power_grid.png
Scale bar: 20 µm. Pins as bars on the die edge.
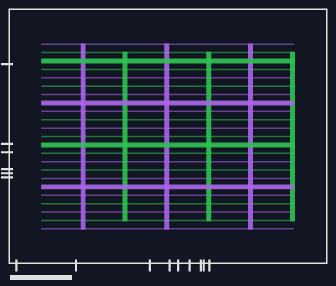
placement_by_type.png
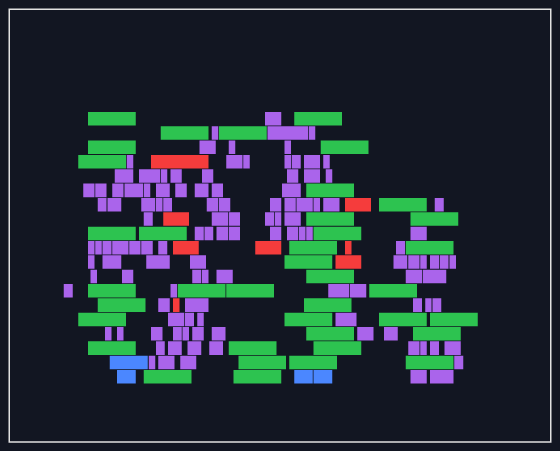
clk_routes.png
Scale bar: 20 µm.
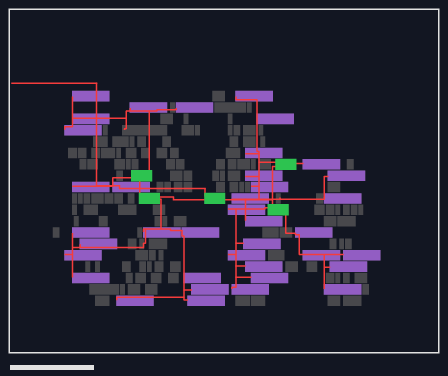
wires.png
Scale bar: 20 µm.
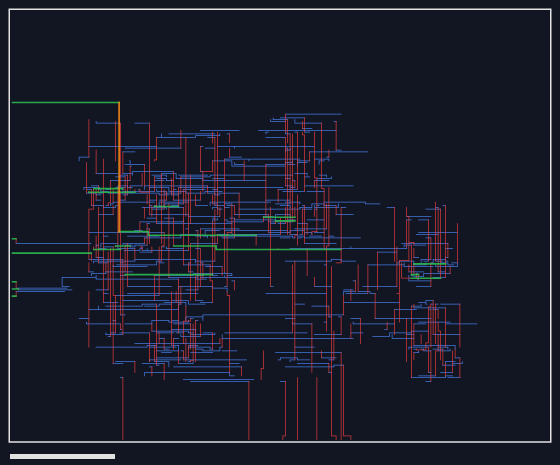
clocks.png
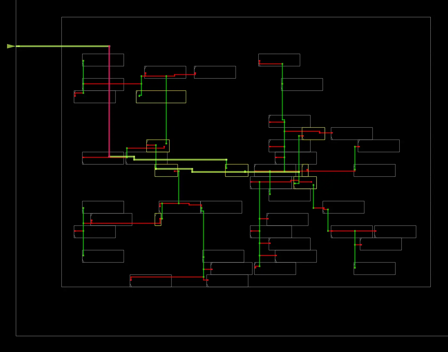
**src/rtl/ctrl_pkg.sv**
```systemverilog
// rtl/ctrl_pkg.sv - shared state encoding and LED codes for the counter controller
package ctrl_pkg;

    typedef enum logic [2:0] {
        ST_CLEAR = 3'd0,
        ST_IDLE  = 3'd1,
        ST_RUN   = 3'd2,
        ST_PAUSE = 3'd3,
        ST_DONE  = 3'd4
    } ctrl_state_t;

    localparam logic [3:0] LED_CLEAR = 4'b0000;
    localparam logic [3:0] LED_IDLE  = 4'b0001;
    localparam logic [3:0] LED_RUN   = 4'b0010;
    localparam logic [3:0] LED_PAUSE = 4'b0100;
    localparam logic [3:0] LED_DONE  = 4'b1000;

    function automatic logic [3:0] led_code(input ctrl_state_t s);
        logic [3:0] code;
        code = LED_CLEAR;
        case (s)
            ST_IDLE:  code = LED_IDLE;
            ST_RUN:   code = LED_RUN;
            ST_PAUSE: code = LED_PAUSE;
            ST_DONE:  code = LED_DONE;
            default:  code = LED_CLEAR;
        endcase
        return code;
    endfunction

endpackage

```
**src/rtl/sw_debounce.sv**
```systemverilog
// rtl/sw_debounce.sv - two-flop synchronizer followed by a stable-count debouncer
module sw_debounce #(
    parameter int DEBOUNCE = 16
) (
    input  logic clk,
    input  logic rst_n,
    input  logic i_raw,
    output logic o_level
);

    localparam int CW = (DEBOUNCE > 1) ? $clog2(DEBOUNCE) : 1;
    localparam logic [CW-1:0] CNT_LAST = CW'(DEBOUNCE - 1);

    logic          r_sync1;
    logic          r_sync2;
    logic          r_level;
    logic [CW-1:0] r_cnt;

    // The counter runs only while the synchronized input disagrees with the
    // accepted level; any agreeing sample restarts the qualification window.
    always_ff @(posedge clk or negedge rst_n) begin
        if (!rst_n) begin
            r_sync1 <= 1'b0;
            r_sync2 <= 1'b0;
            r_level <= 1'b0;
            r_cnt   <= '0;
        end else begin
            r_sync1 <= i_raw;
            r_sync2 <= r_sync1;
            if (r_sync2 == r_level) begin
                r_cnt <= '0;
            end else if (r_cnt == CNT_LAST) begin
                r_level <= r_sync2;
                r_cnt   <= '0;
            end else begin
                r_cnt <= r_cnt + 1'b1;
            end
        end
    end

    assign o_level = r_level;

endmodule

```
**src/rtl/counter_ctrl.sv**
```systemverilog
// rtl/counter_ctrl.sv - run/pause/clear controller driving an external 4-bit counter
module counter_ctrl
    import ctrl_pkg::*;
#(
    parameter int PRESCALE = 4,
    parameter int TARGET   = 10,
    parameter int DEBOUNCE = 16
) (
    input  logic       clk,
    input  logic       rst_n,
    input  logic [1:0] switches,
    input  logic [3:0] counter_out,
    output logic       cnt_rst,
    output logic       cnt_en,
    output logic [3:0] leds,
    output logic       done
);

    localparam logic [15:0] PRE_LAST = 16'(PRESCALE - 1);
    localparam logic [3:0]  TGT      = 4'(TARGET);

    ctrl_state_t r_state;
    ctrl_state_t w_next;
    logic [15:0] r_presc;
    logic [3:0]  r_leds;
    logic        r_done;
    logic        w_run;
    logic        w_clear;
    logic        w_tick;
    logic        w_below;
    logic        w_cnt_en;
    logic        w_cnt_rst;

    sw_debounce #(.DEBOUNCE(DEBOUNCE)) u_deb_run (
        .clk     (clk),
        .rst_n   (rst_n),
        .i_raw   (switches[0]),
        .o_level (w_run)
    );

    sw_debounce #(.DEBOUNCE(DEBOUNCE)) u_deb_clear (
        .clk     (clk),
        .rst_n   (rst_n),
        .i_raw   (switches[1]),
        .o_level (w_clear)
    );

    assign w_tick  = (r_presc == PRE_LAST);
    assign w_below = (counter_out < TGT);

    always_comb begin
        w_next    = r_state;
        w_cnt_en  = 1'b0;
        w_cnt_rst = 1'b0;
        case (r_state)
            ST_CLEAR: begin
                w_cnt_rst = 1'b1;
                w_next    = ST_IDLE;
            end
            ST_IDLE: begin
                if (w_run) w_next = ST_RUN;
            end
            ST_RUN: begin
                // Gating on w_below keeps the counter from ever stepping past TARGET.
                w_cnt_en = w_tick && w_below;
                if (!w_below)   w_next = ST_DONE;
                else if (!w_run) w_next = ST_PAUSE;
            end
            ST_PAUSE: begin
                if (w_run) w_next = ST_RUN;
            end
            ST_DONE: begin
                w_next = ST_DONE;
            end
            default: begin
                w_next = ST_CLEAR;
            end
        endcase
        if (w_clear && (r_state != ST_CLEAR)) w_next = ST_CLEAR;
    end

    always_ff @(posedge clk or negedge rst_n) begin
        if (!rst_n) begin
            r_state <= ST_CLEAR;
        end else begin
            r_state <= w_next;
        end
    end

    always_ff @(posedge clk or negedge rst_n) begin
        if (!rst_n) begin
            r_presc <= '0;
        end else if (r_state == ST_CLEAR) begin
            r_presc <= '0;
        end else if (r_state == ST_RUN) begin
            r_presc <= w_tick ? 16'd0 : (r_presc + 16'd1);
        end
    end

    // Display registers load from the next state so they line up with r_state.
    always_ff @(posedge clk or negedge rst_n) begin
        if (!rst_n) begin
            r_leds <= LED_CLEAR;
            r_done <= 1'b0;
        end else begin
            r_leds <= led_code(w_next);
            r_done <= (w_next == ST_DONE);
        end
    end

    // Strobes decode straight from the state register so reset kills them at once.
    assign cnt_en  = w_cnt_en;
    assign cnt_rst = w_cnt_rst;
    assign leds    = r_leds;
    assign done    = r_done;

endmodule

```
**config.mk**
```make
export PLATFORM = sky130hd
export DESIGN_NAME = counter_ctrl
export DESIGN_NICKNAME = d
export VERILOG_FILES = /design/src/rtl/ctrl_pkg.sv /design/src/rtl/sw_debounce.sv /design/src/rtl/counter_ctrl.sv
export SDC_FILE = /design/constraint.sdc
export NUM_CORES = 1
export LEC_CHECK = 0
export CORE_ASPECT_RATIO = 0.75
export CORE_MARGIN = 10
export CORE_UTILIZATION = 35
export CTS_CLUSTER_DIAMETER = 80
export CTS_CLUSTER_SIZE = 16
export DETAILED_ROUTE_END_ITERATION = 6
export DONT_BUFFER_PORTS = 1
export MAX_ROUTING_LAYER = met4
export PLACE_DENSITY = 0.52
export SETUP_SLACK_MARGIN = 0.3
export SLEW_MARGIN = 20
export SYNTH_ARGS = -nofsm -noshare
export SYNTH_HDL_FRONTEND = slang
export SYNTH_SLANG_ARGS = --single-unit
```
**constraint.sdc**
```tcl
create_clock -name clk -period 3.75 [get_ports clk]
set_clock_uncertainty 0.15 [all_clocks]
set_input_delay 0.375 -clock clk [delete_from_list [all_inputs] [get_ports clk]]
set_output_delay 0.375 -clock clk [all_outputs]
set_load 0.01 [all_outputs]
```
==> summary.txt <==
The layout was made with Yosys and OpenROAD.

For reference, the critical path cell chain is ha_1, nor3b_1, nand4_1, nor2_1. For this run, the leading register cell type out of synthesis is sky130_fd_sc_hd__dfrtp_1. The area fraction of the largest cell type after synthesis is 0.533. The upper clock frequency limit is 402 MHz. The number of iterations in the first detailed-routing pass is 4.

Looking at the clock tree report, the maximum root-to-sink buffer count equals 2. The synthesized-area fraction occupied by xor and xnor cells is 0.0589. The run finished with clean final reports.

Summing over the stages, the warning tally comes to 27. The layout has 461 filler cells. The power per unit of standard cell area is 401 nW/µm². The tally of unique sky130hd cells used after synthesis is 41. The initial antenna violation count is 0. The fraction of final layout cells with drive strength greater than 1 is 0.0936. The chip area estimate from yosys synthesis is 1780 µm². The number of port buffers is 0. Entering global routing, the biggest net connects 39 pins. The synthesized design contains 0 enable-type register cells. The synthesized netlist occupies a cell area of 1780 µm².

The data arrival time of the critical path is 1.96 ns. The tally of yosys warning messages is 0. For this configuration, the core starts out at a cell density of 0.364. The area fraction in and, or, nand and nor cells is 0.224. For this run, global-route usage on met3 was measured as 0.0302. Once detail routing completed, the nets flagged for antenna violations numbered 0. Per the STA report, the cell with the highest stage delay on the worst path is sky130_fd_sc_hd__nand4_1.

Counting every instance in the synthesized netlist gives 168. The critical path start-end classification is flip-flop to output pin. The count of pins on the block boundary is 15. The die is 102 µm wide. Summing all multiplexer cells gives an area fraction of 0.0246.

Setup repair after global routing left no endpoint under its margin. The overall overflow remaining after global route is 0. The data required time of the critical path is 3.22 ns. The summed negative setup slack over all endpoints is 0 ns.
About power_grid.png:
- purple: VSS
- green: VDD
- rows: 22
- met1 rails: 23
- signal pins: 15
- met4 straps: 6

About placement_by_type.png:
- green: sequential cells (cells 38; share of their area 50%)
- blue: remaining buffers and delay cells (cells 4; share of their area 2.6%)
- purple: combinational and other logic (cells 121; share of their area 42%)
- red: clock drivers and dummy loads (cells 8; share of their area 5.6%)

About clk_routes.png:
- red: clock wires (length 452 µm)
- purple: flip-flops (count 38)
- green: clock drivers (count 5)
- routed clock nets: 6

About wires.png:
- blue: metal 1 (wire length 1810 µm)
- orange: metal 4 (wire length 24.5 µm)
- red: metal 2 (wire length 1510 µm)
- green: metal 3 (wire length 163 µm)

About clocks.png:
Clk Latency, worst-skew pair: 0.28 ns
power attributed to the clock group: 329 µW
number of clock-tree buffers in the layout: 7
Sinks on Clock Net: 38
number of flip-flops and latches: 38

## stage by stage
stage	util	setup WS [ns]	power [mW]	hold WS [ns]	instances
4_1_cts	0.402	1.23	0.801	0.206	231
3_3_place_gp	0.370	1.57	0.452	-0.0695	219
2_1_floorplan	-	1.90	0.450	-0.0706	168
3_5_place_dp	0.370	1.55	0.456	-0.0695	219
5_1_grt	0.402	1.06	0.835	0.210	231
6_report	0.402	1.26	0.790	0.204	231
## cell usage in the layout, fill, tap and decap left out, types with 3 or more instances in the layout
master                          count
sky130_fd_sc_hd__dfrtp_1           38
sky130_fd_sc_hd__nor2_1            17
sky130_fd_sc_hd__nand2_1            9
sky130_fd_sc_hd__xnor2_1            9
sky130_fd_sc_hd__a21oi_1            6
sky130_fd_sc_hd__nand3_1            6
sky130_fd_sc_hd__nor4_1             6
sky130_fd_sc_hd__nand4_1            6
sky130_fd_sc_hd__o21ai_0            5
sky130_fd_sc_hd__inv_1              5
sky130_fd_sc_hd__a31oi_1            5
sky130_fd_sc_hd__clkbuf_8           5
sky130_fd_sc_hd__a211oi_1           4
sky130_fd_sc_hd__nor3_1             4
sky130_fd_sc_hd__nor3b_1            3
sky130_fd_sc_hd__nand4b_1           3
sky130_fd_sc_hd__xor2_1             3
sky130_fd_sc_hd__mux2_2             3
sky130_fd_sc_hd__ha_1               3
sky130_fd_sc_hd__dlygate4sd3_1      3
## path summary, 6_finish.rpt
path	start	endpoint	slack [ns]	depth (start not counted)
hold / removal	u_deb_clear.r_sync1	u_deb_clear.r_sync2	0.20	0
setup reg to reg	r_presc[0]	r_presc[11]	1.57	5
min in group asynchronous	rst_n	r_state[0]	0.39	2
hold reg to reg	u_deb_clear.r_sync1	u_deb_clear.r_sync2	0.20	0
setup / recovery	r_presc[0]	cnt_en	1.26	4
max in group asynchronous	rst_n	u_deb_run.r_cnt[3]	2.87	2
## critical path, delay by kind of cell (launching register included)
family	cells	cell delay, ns
adder cells (fa/ha/maj)	1	0.25
AND/OR/NAND/NOR	3	1.02
flip-flops	1	0.41
## cell type report
| type | count | area, µm² | share of cell area |
|---|---|---|---|
| clock inverter | 1 | 30.0 | 0.0152 |
| tap | 60 | 75.1 | 0.0381 |
| multi-input combinational | 116 | 768 | 0.390 |
| inverter | 5 | 18.8 | 0.00953 |
| sequential | 38 | 951 | 0.483 |
| clock buffer | 7 | 76.3 | 0.0388 |
| timing repair buffer | 4 | 50.0 | 0.0254 |
## power by group
part	switching, mW	internal [mW]
sequential	0.00920	0.419
combinational	0.0182	0.0138
clock	0.130	0.199
## metal layers
layer,up-vias,part of all wire
li1,611,-
met1,599,0.51
met2,33,0.43
met3,2,0.046
met4,0,0.0068
met5,-,0
## what timing repair did
action                                 CTS  global route
hold buffers                             4             0
endpoints found under the hold margin   40             0
gates resized                            0             0
buffers inserted                         0             0
## cells by family after synthesis
family                   after synthesis
XOR/XNOR                              12
multiplexers                           4
flip-flops                            38
adder cells (fa/ha/maj)                3
buffers and inverters                 14
AND-OR/OR-AND                         28
AND/OR/NAND/NOR                       69
Power is estimated from default activity; no workload was simulated.
